### M1 wires

The bar under the picture is 20 um long.
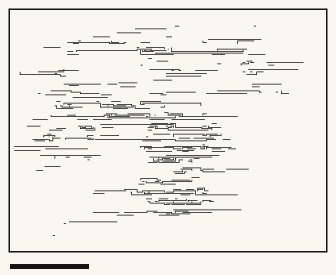
### M2 wires

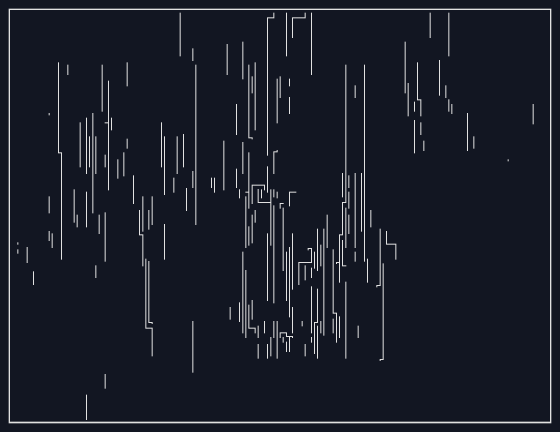
### Met3 routing

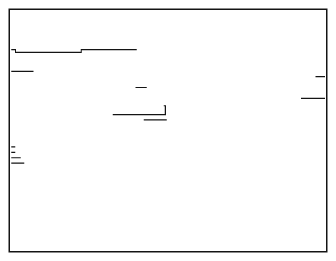
### Track usage over the die

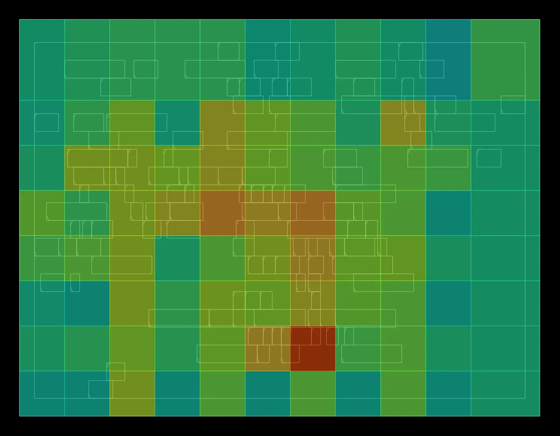
===== config.mk =====
export PLATFORM = sky130hd
export DESIGN_NAME = flush_ctrl
export DESIGN_NICKNAME = d
export VERILOG_FILES = /design/src/rtl/flush_ctrl.sv
export SDC_FILE = /design/constraint.sdc
export NUM_CORES = 1
export LEC_CHECK = 0
export CORE_ASPECT_RATIO = 0.75
export CORE_MARGIN = 2
export CORE_UTILIZATION = 25
export CTS_CLUSTER_SIZE = 28
export DETAILED_ROUTE_END_ITERATION = 8
export GPL_ROUTABILITY_DRIVEN = 1
export HOLD_SLACK_MARGIN = 0.05
export PLACE_DENSITY = 0.41
export SYNTH_ARGS = -nofsm -noshare
export SYNTH_HDL_FRONTEND = slang
export SYNTH_SLANG_ARGS = --single-unit

===== constraint.sdc =====
create_clock -name clk -period 2.2 [get_ports clk]
set_clock_uncertainty 0.15 [all_clocks]
set_input_delay 0.22 -clock clk [delete_from_list [all_inputs] [get_ports clk]]
set_output_delay 0.22 -clock clk [all_outputs]
set_load 0.05 [all_outputs]

===== src/rtl/flush_ctrl.sv =====
// flush_ctrl: turns flush requests into a drained, stall-safe flush window with completion reporting
module flush_ctrl #(
    parameter int FLUSH_CYCLES = 1,
    parameter int DRAIN_CYCLES = 0,
    parameter int CNT_WIDTH    = 8
) (
    input  logic                 clk,
    input  logic                 rst_n,
    input  logic                 flush_req,
    input  logic                 stall,
    output logic                 clk_en,
    output logic                 flush,
    output logic                 busy,
    output logic                 flush_done,
    output logic [CNT_WIDTH-1:0] flush_count
);
    typedef enum logic [1:0] {IDLE, DRAIN, FLUSH, DONE} state_t;

    localparam logic [CNT_WIDTH-1:0] ONE      = CNT_WIDTH'(1);
    localparam logic [CNT_WIDTH-1:0] DRAIN_LD = CNT_WIDTH'(DRAIN_CYCLES);
    localparam logic [CNT_WIDTH-1:0] FLUSH_LD = CNT_WIDTH'(FLUSH_CYCLES);
    localparam bit                   HAS_DRAIN = DRAIN_CYCLES > 0;

    state_t               state, state_nx;
    logic [CNT_WIDTH-1:0] rem, rem_nx;
    logic                 pending, pending_nx;

    // state, counters, registered clock enable and completion count
    always_ff @(posedge clk or negedge rst_n) begin
        if (!rst_n) begin
            state       <= IDLE;
            rem         <= '0;
            pending     <= 1'b0;
            clk_en      <= 1'b0;
            flush_count <= '0;
        end else begin
            state       <= state_nx;
            rem         <= rem_nx;
            pending     <= pending_nx;
            clk_en      <= ~stall;
            flush_count <= flush_count + (state == DONE ? ONE : '0);
        end
    end

    // next state; DRAIN and FLUSH only advance on cycles the consumers actually clock
    always_comb begin
        state_nx   = state;
        rem_nx     = rem;
        pending_nx = pending | (flush_req & (state != IDLE));
        case (state)
            IDLE: if (flush_req | pending) begin
                pending_nx = 1'b0;
                state_nx   = HAS_DRAIN ? DRAIN : FLUSH;
                rem_nx     = HAS_DRAIN ? DRAIN_LD : FLUSH_LD;
            end
            DRAIN: if (clk_en) begin
                rem_nx   = rem == ONE ? FLUSH_LD : rem - ONE;
                state_nx = rem == ONE ? FLUSH : DRAIN;
            end
            FLUSH: if (clk_en) begin
                rem_nx   = rem - ONE;
                state_nx = rem == ONE ? DONE : FLUSH;
            end
            default: state_nx = IDLE;
        endcase
    end

    assign flush      = state == FLUSH;
    assign busy       = state != IDLE;
    assign flush_done = state == DONE;
endmodule


==> results.toml <==
# synthesis and place-and-route metrics
[route]
route.detailed.drc = 0
drtIter0Drc = 63
top_layer_used = "met4"
vias = 791
dr_wl_met3_um = 75
wl_met2_um = 864
ant_nets = 0
routed_wl_um = 2100
met1_length_um = 1150
drt_pass1_iterations = 6
vias_per_cell = 4.49

[layout]
final_layout_size_suffix_gt1_share_pct = 12.4
n_antenna_cell = 0
area_growth_pct = 26.5
fin_nets = 135

[yosys]
ys_cells = 100
yosysSeqAreaShare_pct = 46.8
common_cells = "dfrtp_1, ha_1, inv_1, nand2_1"
yosys-top-cells-area = "dfrtp_1, ha_1, xnor2_1"
flop_cell = "dfrtp_1"
syn_inst = 100
synth_warnings = 0
largest_area_cell = "dfrtp_1"
syn_area_sq_mm = 0.00107
yosys-stat-area_sq_mm = 0.00107
synth-edff-count = 0
yosysMostFrequentCell = "dfrtp_1"
fp_nets = 113
synthDistinctLibCells = 32
avgSynthCellArea_sq_um = 10.7
synth_flops = 20
synth.top_cell.area_share_pct = 46.8
synthArstFlopShare_pct = 100

[sta]
max_slew_margin_pct = 66.8
rsz0062_at_grt = "no"
min_period_ns = 2.11
tightest_slew_ns = 0.497
hold_violations = 0
holdWs_ns = 0.143
final_max_slew_viol_count = 0
max_freq_mhz = 473
setup_tns_ns = 0
setup_viol = 0
finalCritPeriodShare_pct = 96.1

[setup_path]
cp_max_fo = 5
worstPathArrival_ns = 1.74
reg2regPathDepth = 6
cp-start-kind = "flop"
required_ns = 1.83
path_class = "flop to primary output"
end_kind = "primary output"

[grt]
grt_pass1_vias = 728
grt_pass1_wl_um = 3610
grt_usage_pct = 9.86
grt_max_degree = 21
gr-total-overflow = 0
antenna_found_initial = 0

[clock_network]
tritoncts = "yes"
clk_path_buf_depth = 2
insertion_delay_ns = 0.26
post_cts_buffers = 0
cts_buffers = 3
postCtsHoldBufs = 0
cts_root_buf = "clkbuf_8"
cts_resized = 0
cts.sinks = 20
htreeDepth = 1
clk_pin_slew_ns = 0.08

[floorplan]
chipArea_sq_mm = 0.00482
fp.dieW_um = 79.5
rows = 20
core_area_sq_mm = 0.00408
fp_util_pct = 26.2
io_pins = 16
die_h_um = 60.7

[pwr]
leakage_nw = 0.602
power_density_mw_per_mm2 = 1620
ir_worst_vdd_mv = 0.573

[outcome]
status = "finished, final reports clean"

[job]
warnings = 31
drv_cap = 0

[place]
dpl.hpwl_um = 1570
gp_congestion = 0.775
port_buffers = 15

[min_path]
worstHoldPathType = "input port to async pin"
-- 'M1 wires' (at the start) --
nets with wire on the layer: 112
wire length on this layer: 1150 um
share of all routed wire: 55%
main direction: horizontal

-- 'M2 wires' (at the start) --
share of all routed wire: 41%
longest straight run: 28.9 um
main direction: vertical
wire length on this layer: 865 um
nets with wire on the layer: 108

-- 'Met3 routing' (at the start) --
wire length on this layer: 75.8 um
main direction: horizontal

-- 'Track usage over the die' (at the start) --
Finished Core Util: 33.2%
average wire per cell in the routed design: 11.9 um
routing usage on met1: 14.9%
layer carrying the most global-route usage: met1

## worst max-delay path, stage by stage, from the launching register on
cell             delay [ns]
dfrtp_1                0.43
ha_1                   0.24
clkdlybuf4s50_1        0.82
## path summary, 6_finish.rpt
kind / start / endpoint / slack, ns
hold reg to reg: flush_count[7]$_DFF_PN0_ / flush_count[7]$_DFF_PN0_ / 0.32
setup reg to reg: state[0]$_DFFE_PN0P_ / rem[3]$_DFFE_PN0P_ / 0.25
min in group clk: stall / clk_en$_DFF_PN0_ / 0.28
setup / recovery: state[0]$_DFFE_PN0P_ / flush_done / 0.09
max in group asynchronous: rst_n / flush_count[6]$_DFF_PN0_ / 1.53
hold / removal: rst_n / rem[6]$_DFFE_PN0P_ / 0.14
## where the power goes
part | internal, mW | total, mW | switching, mW
Clock | 0.159 | 0.279 | 0.120
Combinational | 0.496 | 1.27 | 0.772
Sequential | 0.497 | 0.640 | 0.143
Total | 1.15 | 2.19 | 1.04
## state kept, by name, indices dropped and copies added, names as in the netlist
register     cells
clk_en           1
flush_count      8
pending          1
rem              8
state            2
## cell type report
| type | instances | area [sq um] |
|---|---|---|
| fillers | 416 | 2730 |
| multi-input cells | 71 | 536 |
| inverters | 9 | 33.8 |
| well taps | 55 | 68.8 |
| flip-flops and latches | 20 | 500 |
| clock buffers | 4 | 55.1 |
| repair buffers | 17 | 160 |
## metal layers
metal | track usage (%) | up-vias
met4 | 2.22 | 0
met5 | 0 | -
met1 | 14.9 | 378
met3 | 3.13 | 2
met2 | 13.7 | 13
li1 | - | 398
## kinds of logic (layout without fill, tap and decap cells)
logic type | after synthesis | count (layout) | share of synthesized area (%)
buf+inv | 9 | 30 | 3.16
fa+ha+maj | 9 | 9 | 10.5
compound gates | 22 | 22 | 15.2
mux | 1 | 1 | 0.936
xor+xnor | 6 | 6 | 4.91
simple gates | 33 | 33 | 18.5
flops | 20 | 20 | 46.8
## through the flow
step | instance area (sq um) | total power [mW] | setup WS [ns] | cells
after floorplan | 1070 | 1.58 | 0.150 | 100
final | 1350 | 2.19 | 0.0860 | 176
after CTS | 1350 | 2.21 | 0.0563 | 176
after global routing | 1350 | 2.38 | 0.0272 | 176
after detailed placement | 1300 | 1.91 | 0.263 | 172
after global placement | 1300 | 1.94 | 0.270 | 172
## placed cells by master, fill, tap and decap left out, drive strengths merged, types with 3 or more instances in the layout
master	n
dfrtp	20
clkdlybuf4s50	13
inv	9
nand2	9
ha	9
nand3	6
o21ai	6
xnor2	4
nor2	4
clkbuf	4
buf	4
o22ai	3
a21oi	3
Power figures rest on the tool's default switching activity, not on a simulated workload.
